### config.mk
export PLATFORM = sky130hd
export DESIGN_NAME = hazard_ctrl
export DESIGN_NICKNAME = d
export VERILOG_FILES = /design/src/rtl/hazard_ctrl_pkg.sv /design/src/rtl/hazard_ctrl_sat_counter.sv /design/src/rtl/hazard_ctrl.sv
export SDC_FILE = /design/constraint.sdc
export NUM_CORES = 1
export LEC_CHECK = 0
export CAP_MARGIN = 25
export CORE_ASPECT_RATIO = 1.1
export CORE_MARGIN = 2
export CORE_UTILIZATION = 48
export CTS_BUF_LIST = sky130_fd_sc_hd__clkbuf_4 sky130_fd_sc_hd__clkbuf_8 sky130_fd_sc_hd__clkbuf_16
export DETAILED_ROUTE_END_ITERATION = 16
export GPL_TIMING_DRIVEN = 1
export PLACE_DENSITY = 0.88
export SETUP_SLACK_MARGIN = 0.4
export SLEW_MARGIN = 20
export SYNTH_ARGS = -nofsm -noshare
export SYNTH_HDL_FRONTEND = slang
export SYNTH_SLANG_ARGS = --single-unit
### constraint.sdc
create_clock -name i_Clock -period 2.5 [get_ports i_Clock]
set_input_delay 0.25 -clock i_Clock [delete_from_list [all_inputs] [get_ports i_Clock]]
set_output_delay 0.25 -clock i_Clock [all_outputs]
set_load 0.05 [all_outputs]
### src/rtl/hazard_ctrl_pkg.sv
// Shared types for the pipeline hazard controller.
package hazard_ctrl_pkg;

  typedef enum logic [1:0] {
    FWD_REG = 2'b00,
    FWD_MEM = 2'b01,
    FWD_WB  = 2'b10
  } FwdSel;

  typedef enum logic [1:0] {
    HS_RUN   = 2'b00,
    HS_WAIT  = 2'b01,
    HS_ERROR = 2'b10
  } HazardState;

endpackage

### src/rtl/hazard_ctrl_sat_counter.sv
// Saturating up-counter: holds at all-ones instead of wrapping.
module sat_counter #(
  parameter int WIDTH = 32
) (
  input  logic             i_Clock,
  input  logic             i_Reset,
  input  logic             i_Inc,
  output logic [WIDTH-1:0] o_Count
);

  logic [WIDTH-1:0] count_q, count_d;

  always_comb begin
    count_d = count_q;
    if (i_Inc && (count_q != '1)) count_d = count_q + 1'b1;
  end

  always_ff @(posedge i_Clock or negedge i_Reset) begin
    if (!i_Reset) count_q <= '0;
    else          count_q <= count_d;
  end

  assign o_Count = count_q;

endmodule

### src/rtl/hazard_ctrl.sv
// 5-stage RV32 pipeline control: forwarding selects, RAW/load-use stall,
// taken-branch flush and memory-wait freeze with timeout, plus perf counters.
module hazard_ctrl
  import hazard_ctrl_pkg::*;
#(
  parameter int REG_WIDTH   = 5,
  parameter int COUNT_WIDTH = 32,
  parameter int MEM_TIMEOUT = 16,
  parameter int FWD_ENABLE  = 1
) (
  input  logic                   i_Clock,
  input  logic                   i_Reset,
  input  logic [REG_WIDTH-1:0]   i_ID_Rs1,
  input  logic [REG_WIDTH-1:0]   i_ID_Rs2,
  input  logic                   i_ID_Rs1Used,
  input  logic                   i_ID_Rs2Used,
  input  logic [REG_WIDTH-1:0]   i_EX_Rs1,
  input  logic [REG_WIDTH-1:0]   i_EX_Rs2,
  input  logic [REG_WIDTH-1:0]   i_EX_Rd,
  input  logic                   i_EX_RegWrEnable,
  input  logic                   i_EX_IsLoad,
  input  logic [REG_WIDTH-1:0]   i_MEM_Rd,
  input  logic                   i_MEM_RegWrEnable,
  input  logic                   i_MEM_MemAccess,
  input  logic [REG_WIDTH-1:0]   i_WB_Rd,
  input  logic                   i_WB_RegWrEnable,
  input  logic                   i_BranchTaken,
  input  logic                   i_MemAck,
  output logic                   o_MemReq,
  output logic [1:0]             o_FwdA,
  output logic [1:0]             o_FwdB,
  output logic                   o_StallIF,
  output logic                   o_StallID,
  output logic                   o_BubbleEX,
  output logic                   o_FlushID,
  output logic                   o_Freeze,
  output logic                   o_Error,
  output logic [COUNT_WIDTH-1:0] o_StallCount,
  output logic [COUNT_WIDTH-1:0] o_FlushCount
);

  localparam int WAIT_W = $clog2(MEM_TIMEOUT + 1);

  HazardState        state_q, state_d;
  logic [WAIT_W-1:0] wait_q, wait_d;

  logic [REG_WIDTH-1:0] id_rs [2];
  logic                 id_used [2];
  logic [REG_WIDTH-1:0] ex_rs [2];

  assign id_rs[0]   = i_ID_Rs1;
  assign id_rs[1]   = i_ID_Rs2;
  assign id_used[0] = i_ID_Rs1Used;
  assign id_used[1] = i_ID_Rs2Used;
  assign ex_rs[0]   = i_EX_Rs1;
  assign ex_rs[1]   = i_EX_Rs2;

  // Per-operand forwarding select and hazard detection; x0 never matches.
  for (genvar gi = 0; gi < 2; gi++) begin : g_src
    FwdSel fwd_sel;
    logic  id_live;
    logic  hit_load;
    logic  hit_any;

    always_comb begin
      fwd_sel = FWD_REG;
      if ((FWD_ENABLE != 0) && (ex_rs[gi] != '0)) begin
        if (i_MEM_RegWrEnable && (i_MEM_Rd == ex_rs[gi]))   fwd_sel = FWD_MEM;
        else if (i_WB_RegWrEnable && (i_WB_Rd == ex_rs[gi])) fwd_sel = FWD_WB;
      end
    end

    assign id_live  = id_used[gi] && (id_rs[gi] != '0);
    assign hit_load = id_live && i_EX_IsLoad && (i_EX_Rd == id_rs[gi]);
    assign hit_any  = id_live && ((i_EX_RegWrEnable  && (i_EX_Rd  == id_rs[gi])) ||
                                  (i_MEM_RegWrEnable && (i_MEM_Rd == id_rs[gi])) ||
                                  (i_WB_RegWrEnable  && (i_WB_Rd  == id_rs[gi])));
  end

  logic hazard, mem_req, freeze, branch_act, stall_act;

  assign hazard = (FWD_ENABLE != 0) ? (g_src[0].hit_load || g_src[1].hit_load)
                                    : (g_src[0].hit_any  || g_src[1].hit_any);

  always_comb begin
    mem_req    = i_MEM_MemAccess && (state_q != HS_ERROR);
    freeze     = (mem_req && !i_MemAck) || (state_q == HS_ERROR);
    branch_act = i_BranchTaken && !freeze;
    stall_act  = hazard && !freeze && !branch_act;
  end

  always_comb begin
    state_d = state_q;
    wait_d  = wait_q;
    case (state_q)
      HS_RUN: begin
        if (mem_req && !i_MemAck) begin
          state_d = HS_WAIT;
          wait_d  = WAIT_W'(1);
        end
      end
      HS_WAIT: begin
        if (i_MemAck) begin
          state_d = HS_RUN;
          wait_d  = '0;
        end else if (wait_q == WAIT_W'(MEM_TIMEOUT)) begin
          state_d = HS_ERROR;
        end else begin
          wait_d = wait_q + 1'b1;
        end
      end
      HS_ERROR: ;
      default: begin
        state_d = HS_RUN;
        wait_d  = '0;
      end
    endcase
  end

  always_ff @(posedge i_Clock or negedge i_Reset) begin
    if (!i_Reset) begin
      state_q <= HS_RUN;
      wait_q  <= '0;
    end else begin
      state_q <= state_d;
      wait_q  <= wait_d;
    end
  end

  // Asserted reset forces every control output quiet, even mid-access.
  assign o_MemReq   = i_Reset && mem_req;
  assign o_Freeze   = i_Reset && freeze;
  assign o_FlushID  = i_Reset && branch_act;
  assign o_StallIF  = i_Reset && stall_act;
  assign o_StallID  = i_Reset && stall_act;
  assign o_BubbleEX = i_Reset && (stall_act || branch_act);
  assign o_Error    = i_Reset && (state_q == HS_ERROR);
  assign o_FwdA     = i_Reset ? g_src[0].fwd_sel : FWD_REG;
  assign o_FwdB     = i_Reset ? g_src[1].fwd_sel : FWD_REG;

  sat_counter #(.WIDTH(COUNT_WIDTH)) u_stall_cnt (
    .i_Clock (i_Clock),
    .i_Reset (i_Reset),
    .i_Inc   (freeze || stall_act),
    .o_Count (o_StallCount)
  );

  sat_counter #(.WIDTH(COUNT_WIDTH)) u_flush_cnt (
    .i_Clock (i_Clock),
    .i_Reset (i_Reset),
    .i_Inc   (branch_act),
    .o_Count (o_FlushCount)
  );

endmodule

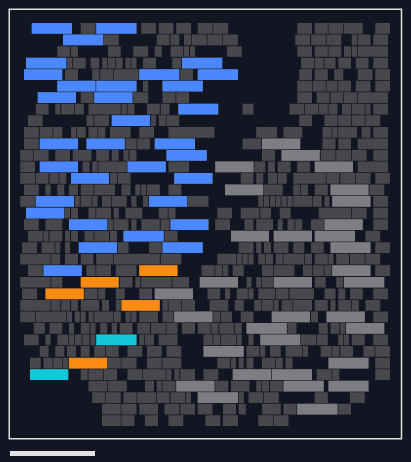
Figure 1: where the registers sit.
Scale bar: 20 um. Other sequential cells in the stronger grey, the rest of the logic in the fainter grey.
- blue: u_flush_cnt.o_Count (flops 32)
- orange: wait_q (flops 5)
- cyan: state_q (flops 2)
- not coloured: 32

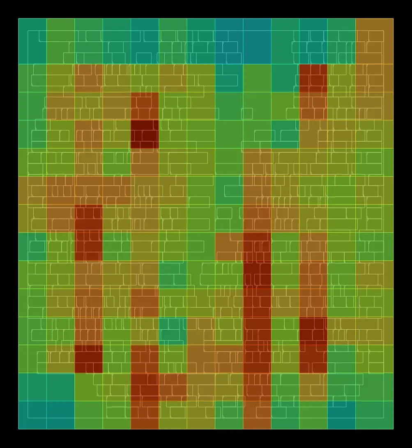
Figure 2: congestion heat map.
GR Util met2: 39.6%
fraction of met1 tracks used by global routing: 29.3%
wire length per cell: 15.8 um
final core utilization: 71.5%
Most Used Layer, Global Route: met2

[per-layer routing]
| layer | part of all wire [%] | up-vias | global-route usage [%] |
|---|---|---|---|
| met5 | 0 | - | 0 |
| met4 | 0.50 | 0 | 4.36 |
| met3 | 5.5 | 6 | 6.36 |
| met2 | 51 | 119 | 39.6 |
| met1 | 43 | 1851 | 29.3 |
| li1 | - | 1747 | - |
[state kept, by name, indices dropped and copies added, names as in the netlist]
signal / cells
u_flush_cnt.o_Count: 32
u_stall_cnt.o_Count: 32
wait_q: 5
state_q: 2
[logic make-up (layout without fill, tap and decap cells)]
| group | after synthesis | after routing | synth area share, % |
|---|---|---|---|
| XOR/XNOR | 83 | 83 | 17.7 |
| multiplexers | 6 | 6 | 1.59 |
| AND/OR/NAND/NOR | 197 | 197 | 27.7 |
| adder cells (fa/ha/maj) | 4 | 4 | 1.22 |
| AND-OR/OR-AND | 32 | 32 | 5.47 |
| flip-flops | 71 | 71 | 43.4 |
| buffers and inverters | 21 | 168 | 2.93 |
[what timing repair did]
| action | CTS | global route |
|---|---|---|
| setup buffers | 2 | 1 |
| hold endpoints to repair | 21 | 0 |
| cloned | 0 | 0 |
| pin swaps | 2 | 7 |
| hold buffers | 1 | 0 |
| setup endpoints to repair | 21 | 21 |
| resized | 13 | 15 |
[worst paths after layout]
| path | startpoint | end | slack (ns) | depth (start not counted) |
|---|---|---|---|---|
| worst max register to register | u_stall_cnt.o_Count[10] | u_stall_cnt.o_Count[24] | 0.48 | 6 |
| max in group asynchronous | i_Reset | u_flush_cnt.o_Count[0] | 1.38 | 3 |
| worst min-delay path | u_stall_cnt.o_Count[6] | u_stall_cnt.o_Count[6] | 0.48 | 1 |
| worst max-delay path | i_EX_Rs1[1] | o_FwdA[0] | 0.43 | 5 |
| min in group asynchronous | i_Reset | u_stall_cnt.o_Count[14] | 0.52 | 3 |
| worst min register to register | u_stall_cnt.o_Count[6] | u_stall_cnt.o_Count[6] | 0.48 | 1 |
[cell usage in the layout (no fill, tap or decap), types with 4 or more instances in the layout]
master                            instances
sky130_fd_sc_hd__buf_4                   22
sky130_fd_sc_hd__nand2_1                 47
sky130_fd_sc_hd__dfrtp_1                 44
sky130_fd_sc_hd__nand3_1                 29
sky130_fd_sc_hd__o21ai_0                  4
sky130_fd_sc_hd__clkbuf_8                 9
sky130_fd_sc_hd__o41ai_1                  4
sky130_fd_sc_hd__buf_12                   8
sky130_fd_sc_hd__clkdlybuf4s50_1         99
sky130_fd_sc_hd__nor4_2                  11
sky130_fd_sc_hd__inv_1                   13
sky130_fd_sc_hd__nand3_2                  4
sky130_fd_sc_hd__and3_1                   8
sky130_fd_sc_hd__xnor2_1                 38
sky130_fd_sc_hd__xor2_1                  45
sky130_fd_sc_hd__nor3_1                  17
sky130_fd_sc_hd__nand4_1                 20
sky130_fd_sc_hd__ha_1                     4
sky130_fd_sc_hd__a21oi_1                  6
sky130_fd_sc_hd__dlymetal6s2s_1           6
sky130_fd_sc_hd__nor2_1                  24
sky130_fd_sc_hd__dfrtp_2                 27
[critical path, delay by kind of cell]
kind          cells  cell delay [ns]
buf+inv           2             0.63
simple gates      3             0.94
==> results.txt <==
Item: results of the latest flow run.

- The worst setup path is captured at a primary output.
- The number of nets at floorplan is 464.
- In this run the standard cell core region covers 8320 um^2.
- The count of TritonRoute iterations in the first routing pass is 5.
- The clock buffers instantiated in the layout total 10.
- The wire length reported by the detailed router is 10.6 mm.
- The area used by multi-input combinational logic is 2310 um^2.
- Recorded from the global router log, the overflow total was 0.
- 322 cells are multi-input combinational gates.
- The final instance count without filler cells is 672.
- Listed in order, past its start point the critical path passes clkdlybuf4s50_1 > or4_1 > nor2_1 > and3b_1 > buf_12.
- At the end of the flow, the number of nets in the layout was 606.
- The power attributed to the clock group is 1.00 mW.
- The inverter count is 13.
- Sorting the synthesized cells by area gives the leading types as sky130_fd_sc_hd__dfrtp_1 (43%), sky130_fd_sc_hd__xor2_1 (9.6%), sky130_fd_sc_hd__xnor2_1 (8.1%).
- Per the Yosys statistics, synthesis produced 414 cells.
- The number of warnings in the stage logs is 30.
- The critical path is of the input port to primary output type.
- The horizontal extent of the die is 92.1 um.
- The area recorded from the Yosys report for this design is 4100 um^2.
- The worst-path cell with the longest stage delay is sky130_fd_sc_hd__or4_1.
- Per the run report, area growth between synthesis and finish was 45.3%.
- In this run the core area contains 35 standard-cell rows.
- The count of final setup violators is 0.
- The worst slack after detailed placement is -0.0362 ns.
- The ratio of cells with drive above 1 in the final layout is 20.5%.
- The synthesis stats list as the most numerous cell sky130_fd_sc_hd__dfrtp_1.
- The number of sinks on the clock net is 71.
- The relative max-transition margin is 57.6%.
- The overall die height is 101 um.
- Setup repair after global routing could not meet its margin everywhere.
- Internal power comes to 2.32 mW.
- For the final database, setup skew stands at 0.0141 ns.
- The longest individual stage delay on the worst path is 0.55 ns.
- The tightest min-delay check is of the flip-flop to flip-flop type.
- The flow inserted 111 tap cells.
- The share of power burned in registers is 40.3%.
- The number of buffers between clock root and the deepest sink is 2.
- In this run, power in flip-flops and latches comes to 1.49 mW.
- The DRC violation count after routing is 0.
- The worst setup path is launched from an input port.
- The routability-driven placement congestion ratio is 0.913.
- The post-route minimum period is 2.07 ns.
- For reference, the clock transition at the flip-flops on the worst setup and hold paths is 0.07 ns.
- The routed via count is 3723.
- The area of the chip is 9290 um^2.
- Multi-input gates account for 38.8% of the area.
- After layout, the worst setup slack is 0.427 ns.
- The total negative slack for setup checks is 0 ns.
- The number of cells after detailed placement is 652.
- The area fraction of the dominant cell type after synthesis is 43.4%.
- The combinational cell power is 1.21 mW.
- In this run the remaining antenna-violating nets after routing total 0.
- The required time of the worst setup path is 2.25 ns.
- The detailed-route vias per instance is 5.54.
- The number of standard cells after synthesis is 414.
- The clock power share is 27.0%.
- The instance area after placement is 5600 um^2.
- In this run, the combinational gates consume 32.7% of the power.
- The design draws 3.70 mW.
- The H-tree depth is 3.
- Counting distinct cell types in the post-synthesis netlist gives 54.
- Looking at the area split, the leading class of cells is logic gates.
- The total count of max-transition violations in the final report is 0.
- The final layout report lists a non-clock buffer count of 139.
- The fill cell instance count of the final layout is 602.
- For this run, the register share of the synthesized area comes to 43.4%.
- The clock latency reported for the late side of the worst-skew pair is 0.34 ns.
- The switching power of the nets is 1.38 mW.
- The largest voltage drop on the vdd net is 0.334 mV.
- The biggest area consumer among synthesized cells is sky130_fd_sc_hd__dfrtp_1.
- Summing every instance area after synthesis gives 4100 um^2.
- Averaged over all synthesized cells, the footprint is 9.90 um^2.
- Looking at the critical path, the highest net fanout was 3.
- The most critical hold endpoint after final layout shows a slack of 0.484 ns.
- For the pin with the worst max-slew slack, the measured transition is 0.637 ns.
- In this run the count of I/O pins placed on the die edge is 121.
- The clock network takes up 3.66% of total cell area after layout.
- For the completed layout, the total cell area is recorded as 5950 um^2.
- The number of global-route vias before repair is 3634.
- The total global-route track usage is 23.0%.
- The design has 71 sequential cells.
- The number of maximum-capacitance violations is 0.
- The synthesis report names the predominant flop master as sky130_fd_sc_hd__dfrtp_1.
- After legalization and detailed placement, the total HPWL measured 7.91 mm.
- The peak clock frequency supported by timing is 482 MHz.
- For this block, the initial DRC count from the detailed router was 148.
- Before placement the cells fill 49.2% of the core.
- Counting instances in the post-synthesis netlist gives the leading cell types as sky130_fd_sc_hd__dfrtp_1 (71), sky130_fd_sc_hd__nand2_1 (47), sky130_fd_sc_hd__xor2_1 (45).
- Non-clock buffering takes up 24.0% of total cell area after layout.
- Net switching is 37.4% of the power.
- The proportion of register bits with asynchronous set or reset after synthesis is 100%.
- The initial antenna violation count came to 0.
- In this run, synthesis inferred 0 flip-flops with an integrated enable.
- The part of the cycle the worst path needs is 82.9%.
- The count of buffers inserted at the top-level ports is 119.
- The synthesis-stage register bit count is 71.
- The number of antenna diodes in the final layout is 0.
- TritonCTS built the clock tree.
- Per the CTS log, the root buffer master is sky130_fd_sc_hd__clkbuf_8.
- The synthesis report lists the Yosys warning total as 0.
- The first global-routing pass estimated 17.2 mm of wire.
- The flow ran to the end, and the final reports show no timing, DRC or antenna violations.
- Per the OpenROAD power report, leakage power amounts to 2.43 nW.
- For this design the ratio of total power to cell area is 622 nW/um^2.
- Buffers inserted during clock tree synthesis total 9.
- In the final report, the number of hold violations comes to 0.
- The maximum number of pins on one net before global-route repair is 51.
- The fraction of standard cell area that is sequential is 30.4%.
- The total area of sequential cells is 1810 um^2.
- The worst endpoint data arrival time is 1.82 ns.
- In the power breakdown, the biggest contributor is sequential cells.
No activity file was given, so power comes from the tool's default toggle rates.
